==> src/rtl/p_reduce_seq_if.sv <==
// Valid/ready operand and result channels of the streaming bitwise reducer.
// The producer/consumer side uses master; the reducer uses slave.
interface p_reduce_seq_if #(
  parameter int BUS_WIDTH = 4
);
  logic                 in_valid;
  logic                 in_ready;
  logic [BUS_WIDTH-1:0] in_bus;
  logic                 out_valid;
  logic                 out_ready;
  logic [BUS_WIDTH-1:0] out_bus;

  modport master (
    output in_valid, in_bus, out_ready,
    input  in_ready, out_valid, out_bus
  );

  modport slave (
    input  in_valid, in_bus, out_ready,
    output in_ready, out_valid, out_bus
  );
endinterface

==> src/rtl/p_reduce_seq.sv <==
// Streaming reducer: folds NB_INS operands per frame with AND/OR/XOR/NAND
// and presents one result per frame on a valid/ready output.
//
// state | meaning
// IDLE  | waiting for a frame's first operand
// ACCUM | folding operands 2..NB_INS into acc
// DONE  | result held on out_bus until accepted or flushed
module p_reduce_seq #(
  parameter int BUS_WIDTH = 4,
  parameter int NB_INS    = 3
) (
  input  logic       clk,
  input  logic       rst,
  input  logic [1:0] op,
  input  logic       flush,
  p_reduce_seq_if.slave bus
);
  localparam int CW = $clog2(NB_INS) + 1;
  localparam logic [CW-1:0] LAST = CW'(NB_INS);

  localparam logic [1:0] IDLE  = 2'd0;
  localparam logic [1:0] ACCUM = 2'd1;
  localparam logic [1:0] DONE  = 2'd2;

  logic [1:0]           state;
  logic [BUS_WIDTH-1:0] acc;
  logic [CW-1:0]        count;
  logic [1:0]           op_q;
  logic                 out_valid_q;
  logic [BUS_WIDTH-1:0] out_bus_q;

  logic                 in_ready;
  logic                 beat;
  logic [1:0]           op_eff;
  logic [CW-1:0]        cnt_nx;
  logic [BUS_WIDTH-1:0] fold;
  logic [BUS_WIDTH-1:0] acc_nx;
  logic [BUS_WIDTH-1:0] res;

  assign in_ready      = !rst && !flush && (state != DONE);
  assign beat          = bus.in_valid && in_ready;
  assign bus.in_ready  = in_ready;
  assign bus.out_valid = out_valid_q;
  assign bus.out_bus   = out_bus_q;

  // The first beat of a frame uses the live op; later beats use the latched one.
  always_comb begin
    op_eff = (state == IDLE) ? op : op_q;
    cnt_nx = (state == IDLE) ? CW'(1) : count + CW'(1);
    case (op_eff)
      2'b01:   fold = acc | bus.in_bus;
      2'b10:   fold = acc ^ bus.in_bus;
      default: fold = acc & bus.in_bus;
    endcase
    acc_nx = (state == IDLE) ? bus.in_bus : fold;
    res    = (op_eff == 2'b11) ? ~acc_nx : acc_nx;
  end

  always_ff @(posedge clk) begin
    if (rst) begin
      state       <= IDLE;
      acc         <= '0;
      count       <= '0;
      op_q        <= 2'b00;
      out_valid_q <= 1'b0;
      out_bus_q   <= '0;
    end else if (flush) begin
      state       <= IDLE;
      acc         <= '0;
      count       <= '0;
      out_valid_q <= 1'b0;
    end else begin
      case (state)
        IDLE, ACCUM: begin
          if (beat) begin
            acc   <= acc_nx;
            count <= cnt_nx;
            if (state == IDLE)
              op_q <= op;
            if (cnt_nx == LAST) begin
              state       <= DONE;
              out_bus_q   <= res;
              out_valid_q <= 1'b1;
            end else begin
              state <= ACCUM;
            end
          end
        end
        DONE: begin
          if (bus.out_ready) begin
            state       <= IDLE;
            count       <= '0;
            out_valid_q <= 1'b0;
          end
        end
        default: state <= IDLE;
      endcase
    end
  end
endmodule
==> src/flat_wrapper.sv <==
// flat-port wrapper written by rule: the top's interface ports become plain ports
module p_reduce_seq_flat 
#(
  parameter int BUS_WIDTH = 4,
  parameter int NB_INS    = 3
)
  (clk, rst, op, flush, bus_in_valid, bus_in_bus, bus_out_ready, bus_in_ready, bus_out_valid, bus_out_bus);
  p_reduce_seq_if #(.BUS_WIDTH(BUS_WIDTH)) bus_i ();
  input  logic clk;
  input  logic rst;
  input  logic [1:0] op;
  input  logic flush;
  input wire logic [$bits(bus_i.in_valid)-1:0] bus_in_valid;
  input wire logic [$bits(bus_i.in_bus)-1:0] bus_in_bus;
  input wire logic [$bits(bus_i.out_ready)-1:0] bus_out_ready;
  output wire logic [$bits(bus_i.in_ready)-1:0] bus_in_ready;
  output wire logic [$bits(bus_i.out_valid)-1:0] bus_out_valid;
  output wire logic [$bits(bus_i.out_bus)-1:0] bus_out_bus;
  assign bus_i.in_valid = bus_in_valid;
  assign bus_i.in_bus = bus_in_bus;
  assign bus_i.out_ready = bus_out_ready;
  assign bus_in_ready = bus_i.in_ready;
  assign bus_out_valid = bus_i.out_valid;
  assign bus_out_bus = bus_i.out_bus;
  p_reduce_seq #(.BUS_WIDTH(BUS_WIDTH), .NB_INS(NB_INS)) u_core (.clk(clk), .rst(rst), .op(op), .flush(flush), .bus(bus_i));
endmodule
==> config.mk <==
export PLATFORM = sky130hd
export DESIGN_NAME = p_reduce_seq_flat
export DESIGN_NICKNAME = d
export VERILOG_FILES = /design/src/rtl/p_reduce_seq_if.sv /design/src/rtl/p_reduce_seq.sv /design/src/flat_wrapper.sv
export SDC_FILE = /design/constraint.sdc
export NUM_CORES = 1
export LEC_CHECK = 0
export ABC_AREA = 0
export CORE_MARGIN = 10
export CORE_UTILIZATION = 30
export DETAILED_ROUTE_END_ITERATION = 12
export GPL_ROUTABILITY_DRIVEN = 0
export PLACE_DENSITY_LB_ADDON = 0.2
export SETUP_SLACK_MARGIN = 0.02
export SYNTH_ARGS = -nofsm -noshare
export SYNTH_HDL_FRONTEND = slang
export SYNTH_SLANG_ARGS = --single-unit
==> constraint.sdc <==
create_clock -name clk -period 4.7 [get_ports clk]
set_clock_uncertainty 0.2 [all_clocks]
set_input_delay 1.41 -clock clk [delete_from_list [all_inputs] [get_ports clk]]
set_output_delay 1.41 -clock clk [all_outputs]
set_load 0.02 [all_outputs]
Figure 1. Congestion heat map (run 1).
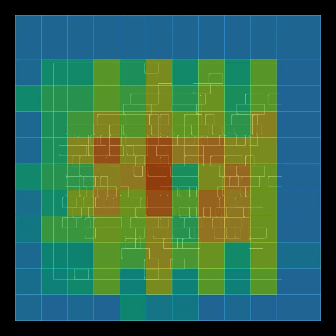
final design utilization: 38.9%
met3 Resource Use GR: 3.34%

Figure 2. Met1 routing (run 1).
Scale bar: 20 um. Supply wires on this layer in grey.
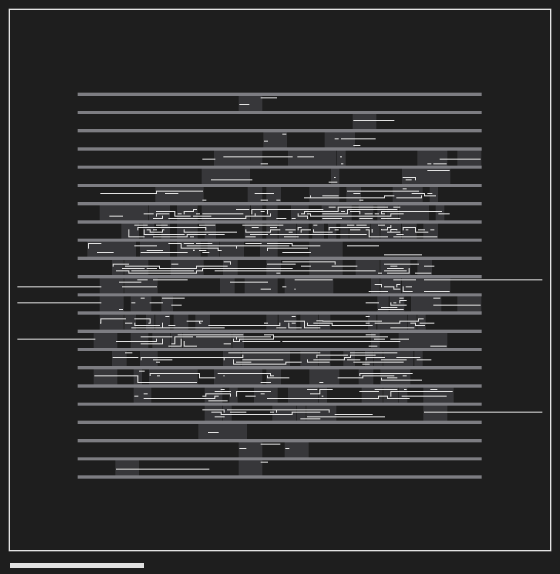
- main direction: horizontal
- longest straight run: 23.9 um
- nets with wire on the layer: 147
- wire length on this layer: 1240 um
- share of all routed wire: 48%

==> flow_summary.toml, run 1 <==
# synthesis and place-and-route metrics
[timing]
rsz0062_at_grt = "false"
max-slew-margin-rel_pct = 59.6
final_number_of_max_transition_violations = 0
timing.final.crit_share_pct = 94.1
final_period_minus_worst_setup_slack_ns = 4.42

[die]
std_cell_rows = 21
design.core.area_mm2 = 0.00344
die-height_um = 80.6
core_util_floorplan_pct = 32.0
num_io_pins = 17

[setup_path]
cell_family_with_most_cp_delay = "buffers and inverters"
cpMaxStageDelayCell = "clkdlybuf4s50_1"
timing.critical_path.from_type = "input port"
worstSetupPathType = "input port to primary output"
kind_of_end_point_of_the_critical_path = "primary output"
crit_top_cell = "clkdlybuf4s50_1"
worstPathCellList = "clkdlybuf4s50_1 -> or2_0 -> a21oi_1 -> clkdlybuf4s50_1"
cp_data_arrival_time_ns = 2.81

[power]
power_sequential_w = 0.000140
comb_cell_power_w = 0.0000572
proportion_of_power_drawn_by_flip_flops_and_latches_pct = 43.4
intPower_w = 0.000239
clockPowerShare_pct = 38.9
p_sw_share_pct = 26.2
pg_clk_w = 0.000126

[synthesis]
synth-seq-cells = 16
synthesized_instance_count = 127
async_reset_ff_share_pct = 0
post_synth_main_area_contributors = "dfxtp_1 29%, ha_1 14%, nor2b_1 5.7%"
synth-seq-area-share_pct = 29.1
mappedNetlistNets = 150
most_common_cell = "dfxtp_1"
synthTopLogicFamily = "simple AND/OR/NAND/NOR gates"
synthTopCellsByCount = "16 x dfxtp_1, 14 x inv_1, 12 x ha_1"
synth.largest_area_cell = "dfxtp_1"
yosys_cells = 127
yosysTopAreaCellShare_pct = 29.1

[finish]
fillCellCount = 356
final_net_count = 166
drive_gt1_share_pct = 10.6

[drt]
via_per_inst = 4.89
vias = 920
met3WireLength_um = 140
met2_length_mm = 1.15

[place]
dp_hpwl_mm = 1.96
port_buffers = 16
pre_cts_ws_ns = 0.275

[global_routing]
grt_overflow_total = 0
grt_start_max_net_pins = 15
grt_busiest_layer = "met2"
first_global_vias = 956
globalRouteMet1Util_pct = 10.1

[flow_run]
drv_cap = 0

[clock_network]
clkLatencyLatePin_ns = 0.26
cts_setup_buffers = 0
cts_tree = "yes"
cts.reportedPaths.clkPinSlew_ns = 0.06
htree_num_levels = 1
cts_buffer_depth = 2

[outcome]
run_status = "finished clean"

[hold_path]
hold_class = "register to register"
Figure 3. The metal 2 layer (run 1).
Scale bar: 20 um.
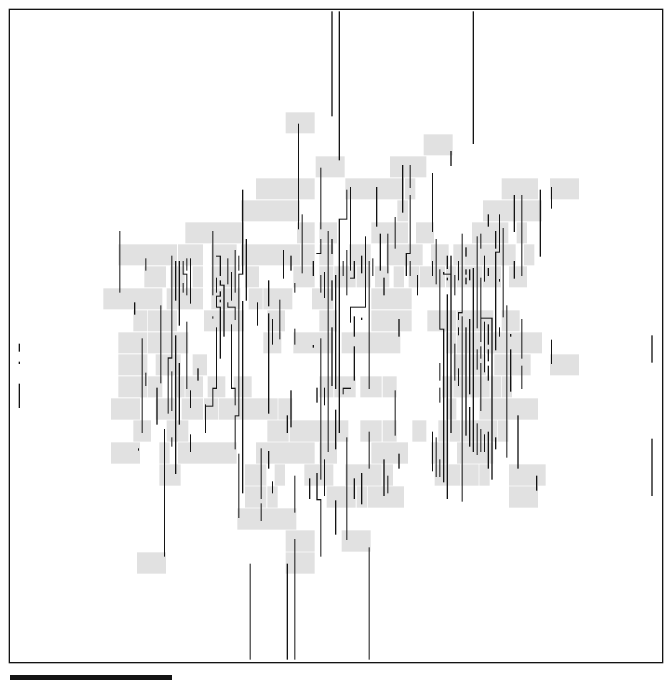
- main direction: vertical
- longest straight run: 27.2 um
- wire length on this layer: 1150 um
- share of all routed wire: 45%
- nets with wire on the layer: 131
final wirelength: 2.55 mm
met2 layer usage reported by global route: 14.5%

Figure 4. Cell sizes after repair (run 1).
Scale bar: 20 um.
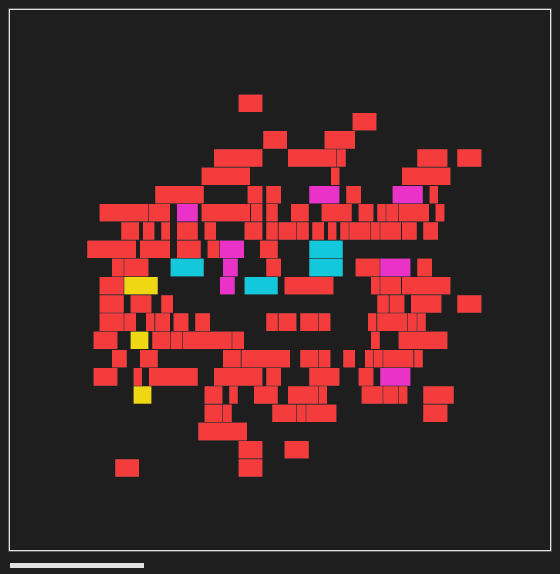
- yellow: drive 3 to 4 (cells 3; share 2.1%; most used buf_4)
- red: drive 1 or less (cells 127; share 89%)
- magenta: drive 2 (cells 8; share 5.6%; most used a211oi_2)
- cyan: drive 6 and up (cells 4; share 2.8%; most used clkbuf_8)
Area Growth Syn to Fin: 21.5%
final critical-path setup slack: 0.278 ns
area of all placed cells without fillers: 0.00134 mm2
buffers outside the clock class: 18

==> run 1: stage by stage <==
step                      std cells  power, W  hold WS, ns
after global routing            188  0.000341        0.312
after global placement          184  0.000200        0.251
after floorplan                 127  0.000181        0.246
final                           188  0.000324        0.257
after CTS                       188  0.000326        0.262
after detailed placement        184  0.000201        0.248
==> run 1: cells by family after synthesis <==
| kind of cell | count (synthesis) |
|---|---|
| compound gates | 31 |
| xor+xnor | 1 |
| fa+ha+maj | 12 |
| buf+inv | 21 |
| flops | 16 |
| mux | 3 |
| simple gates | 43 |
==> run 1: final timing paths <==
path	from	end	slack [ns]	depth (start not counted)
worst min-delay path	u_core.bus.out_valid	u_core.bus.out_valid	0.26	2
worst max register to register	u_core.state[1]	u_core.bus.out_bus[3]	1.85	8
worst max-delay path	flush	bus_in_ready	0.28	4
worst min register to register	u_core.bus.out_valid	u_core.bus.out_valid	0.26	2
==> run 1: sequential cells by signal, indices dropped and copies added, names as in the netlist <==
| name | flops |
|---|---|
| u_core.acc | 4 |
| u_core.bus.out_bus | 4 |
| u_core.bus.out_valid | 1 |
| u_core.count | 3 |
| u_core.op_q | 2 |
| u_core.state | 2 |
==> run 1: final cells by class <==
cell class | count | area [um2] | share of cell area (%)
flip-flops and latches | 16 | 320 | 23.9
repair buffers | 18 | 175 | 13.1
inverters | 14 | 52.6 | 3.93
well taps | 46 | 57.6 | 4.30
multi-input cells | 90 | 677 | 50.6
clock buffers | 4 | 55.1 | 4.12
==> run 1: cell usage in the layout, fill, tap and decap left out, types with 5 or more instances in the layout <==
cell type	instances
nor2b_1	10
clkdlybuf4s50_1	16
nor3_1	10
nand2b_1	5
dfxtp_1	16
inv_1	14
ha_1	12
nor2_1	6
o21ai_1	5
--- run 2 (diff from run 1) ---
Settings changed: HOLD_SLACK_MARGIN set to 0.06.
Figure 5. Met1 routing (run 2).
Scale bar: 20 um. Supply wires on this layer in grey.
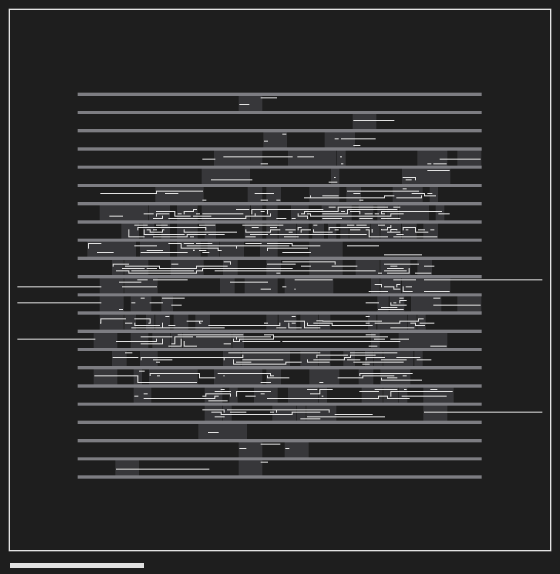
- wire length on this layer: 1240 um
- share of all routed wire: 48%
count of vias placed by the detailed router: 920
GR met1 Demand/Resource: 10.1%

==> run 2 against run 1 <==
  * Area after synthesis did not move
  * Non-clock buffer count unchanged
  * Cell area unchanged
==> flow_summary.toml, run 2 <==
# synthesis and place-and-route metrics
[timing]
setup_violations = 0
timing.final.crit_share_pct = 94.1
final_period_minus_worst_setup_slack_ns = 4.42
max_freq_ghz = 0.226
setup_total_negative_slack_ns = 0
max-slew-margin-rel_pct = 59.6
final_number_of_max_transition_violations = 0
final-hold-violation-count = 0
max_slew.worst_pin.slew_ns = 0.598
post_route_hold_slack_ns = 0.257
final_critical_path_setup_slack_ns = 0.278
rsz0062_at_grt = "false"

[clock_network]
holdBufCountCts = 0
cts_tree = "yes"
cts_buffer_depth = 2
cts_repair_resize_count = 0
clkLatencyLatePin_ns = 0.26
cts.reportedPaths.clkPinSlew_ns = 0.06
cts.root.buffer_cell = "clkbuf_8"
htree_num_levels = 1
cts_setup_buffers = 0
cts-buffers-inserted = 3
clkSinkCount = 16

[synthesis]
enable_flop_cells = 0
synth.lib_cells_used.distinct = 33
synthTopCellsByCount = "16 x dfxtp_1, 14 x inv_1, 12 x ha_1"
syn_avg_cell_area_um2 = 8.67
synth.largest_area_cell = "dfxtp_1"
synth-seq-cells = 16
yosys_warning_tally = 0
synthesized_instance_count = 127
most_common_cell = "dfxtp_1"
post_synth_main_area_contributors = "dfxtp_1 29%, ha_1 14%, nor2b_1 5.7%"
syn-cell-area_mm2 = 0.00110
synth-area-yosys_mm2 = 0.00110
mappedNetlistNets = 150
synth-seq-area-share_pct = 29.1
yosys_cells = 127
top_ff_cell_synth = "dfxtp_1"
async_reset_ff_share_pct = 0
yosysTopAreaCellShare_pct = 29.1

[setup_path]
timing.critical_path.required_ns = 3.09
critical-path-max-stage-delay_ns = 0.62
r2r_slack_ns = 1.85
crit_start = "flush"
critical_path.max_fanout = 2
crit_top_cell = "clkdlybuf4s50_1"
r2r_cells = 8
worstSetupPathType = "input port to primary output"
r2r-end = "u_core.bus.out_bus[3]"
worstSetupEndpoint = "bus_in_ready"
timing.critical_path.from_type = "input port"
rr_startpoint = "u_core.state[1]"
cp_data_arrival_time_ns = 2.81
kind_of_end_point_of_the_critical_path = "primary output"
worstPathCellList = "clkdlybuf4s50_1 -> or2_0 -> a21oi_1 -> clkdlybuf4s50_1"
cpMaxStageDelayCell = "clkdlybuf4s50_1"

[finish]
lay_top_cells = "16 x clkdlybuf4s50_1, 16 x dfxtp_1, 14 x inv_1"
finalCoreUtilization_pct = 38.9
drive_gt1_share_pct = 10.6
flow.area_growth_from_synthesis_pct = 21.5
num_antenna_cells = 0
final_net_count = 166
stdcell_count = 188
area_of_all_placed_cells_without_fillers_mm2 = 0.00134

[global_routing]
initial_antenna_violation_count = 0
grt_use_met3_pct = 3.34
grt_overflow_total = 0
grt_start_max_net_pins = 15
global_route.usage.met2_pct = 14.5
global_route.usage.total_pct = 8.67
global_route_wire_length_before_repair_mm = 4.52
first_global_vias = 956
grt_busiest_layer = "met2"

[outcome]
run_status = "finished clean"

[die]
core_util_floorplan_pct = 32.0
die-height_um = 80.6
dieWidth_um = 80.6
num_io_pins = 17
design.core.area_mm2 = 0.00344
die_area_mm2 = 0.00649
std_cell_rows = 21

[power]
totalPowerFinal_w = 0.000324
power_leakage_nw = 0.530
power_density_mw_per_mm2 = 242
vdd_drop_max_mv = 0.178

[flow_run]
drv_cap = 0
stage_log_warnings = 32

[drt]
first_pass_iters = 4
wl_per_cell_um = 13.6
detailedRoute.firstIterationViolations = 34
final_wirelength_mm = 2.55
postRouteAntennaNets = 0
drc = 0
via_per_inst = 4.89

[place]
placement.cell_area_mm2 = 0.00128
dp_hpwl_mm = 1.96
port_buffers = 16
pre_cts_ws_ns = 0.275
cell_count_after_placement = 184

[hold_path]
hold_class = "register to register"
min-delay-start = "u_core.bus.out_valid"
## run 2: cell counts after synthesis
Identical to the previous run, type by type.
## run 2: kinds of logic (layout without fill, tap and decap cells)
kind of cell / after synthesis / after routing / share of synthesized area (%)
buf+inv: 21 / 36 / 9.43
flops: 16 / 16 / 29.1
simple gates: 43 / 43 / 22.3
fa+ha+maj: 12 / 12 / 13.6
xor+xnor: 1 / 1 / 0.796
mux: 3 / 3 / 2.73
compound gates: 31 / 31 / 22.0
## run 2: area by class of cell
cell class	count	area, um2
fill	356	2100
multi-input combinational	90	677
sequential	16	320
timing repair buffer	18	175
tap	46	57.6
clock buffer	4	55.1
inverter	14	52.6
## run 2: critical path: cells and delay by family
family	cells	cell delay [ns]
buffers and inverters	2	1.04
AND/OR/NAND/NOR	1	0.24
AND-OR/OR-AND	1	0.12
## run 2: layer usage
| layer | vias to the layer above | share of wire [%] |
|---|---|---|
| met5 | - | 0 |
| met4 | 0 | 0.90 |
| met3 | 4 | 5.5 |
| met2 | 26 | 45 |
| met1 | 416 | 48 |
| li1 | 474 | - |
## run 2: worst min-delay path by stage
| stage | to | slack (ns) | depth (start not counted) |
|---|---|---|---|
| 2_1_floorplan | u_core.count[1] | 0.25 | 1 |
| 3_3_place_gp | u_core.bus.out_valid | 0.25 | 2 |
| 3_5_place_dp | u_core.bus.out_valid | 0.25 | 2 |
| 4_1_cts | u_core.bus.out_valid | 0.26 | 2 |
| 5_1_grt | u_core.bus.out_valid | 0.31 | 2 |
| 6_report | u_core.bus.out_valid | 0.26 | 2 |
## run 2: power by group
group | switching, W | internal (W)
registers | 0.00000218 | 0.000138
logic | 0.0000310 | 0.0000263
clock network | 0.0000515 | 0.0000744
Power figures rest on the tool's default switching activity, not on a simulated workload.
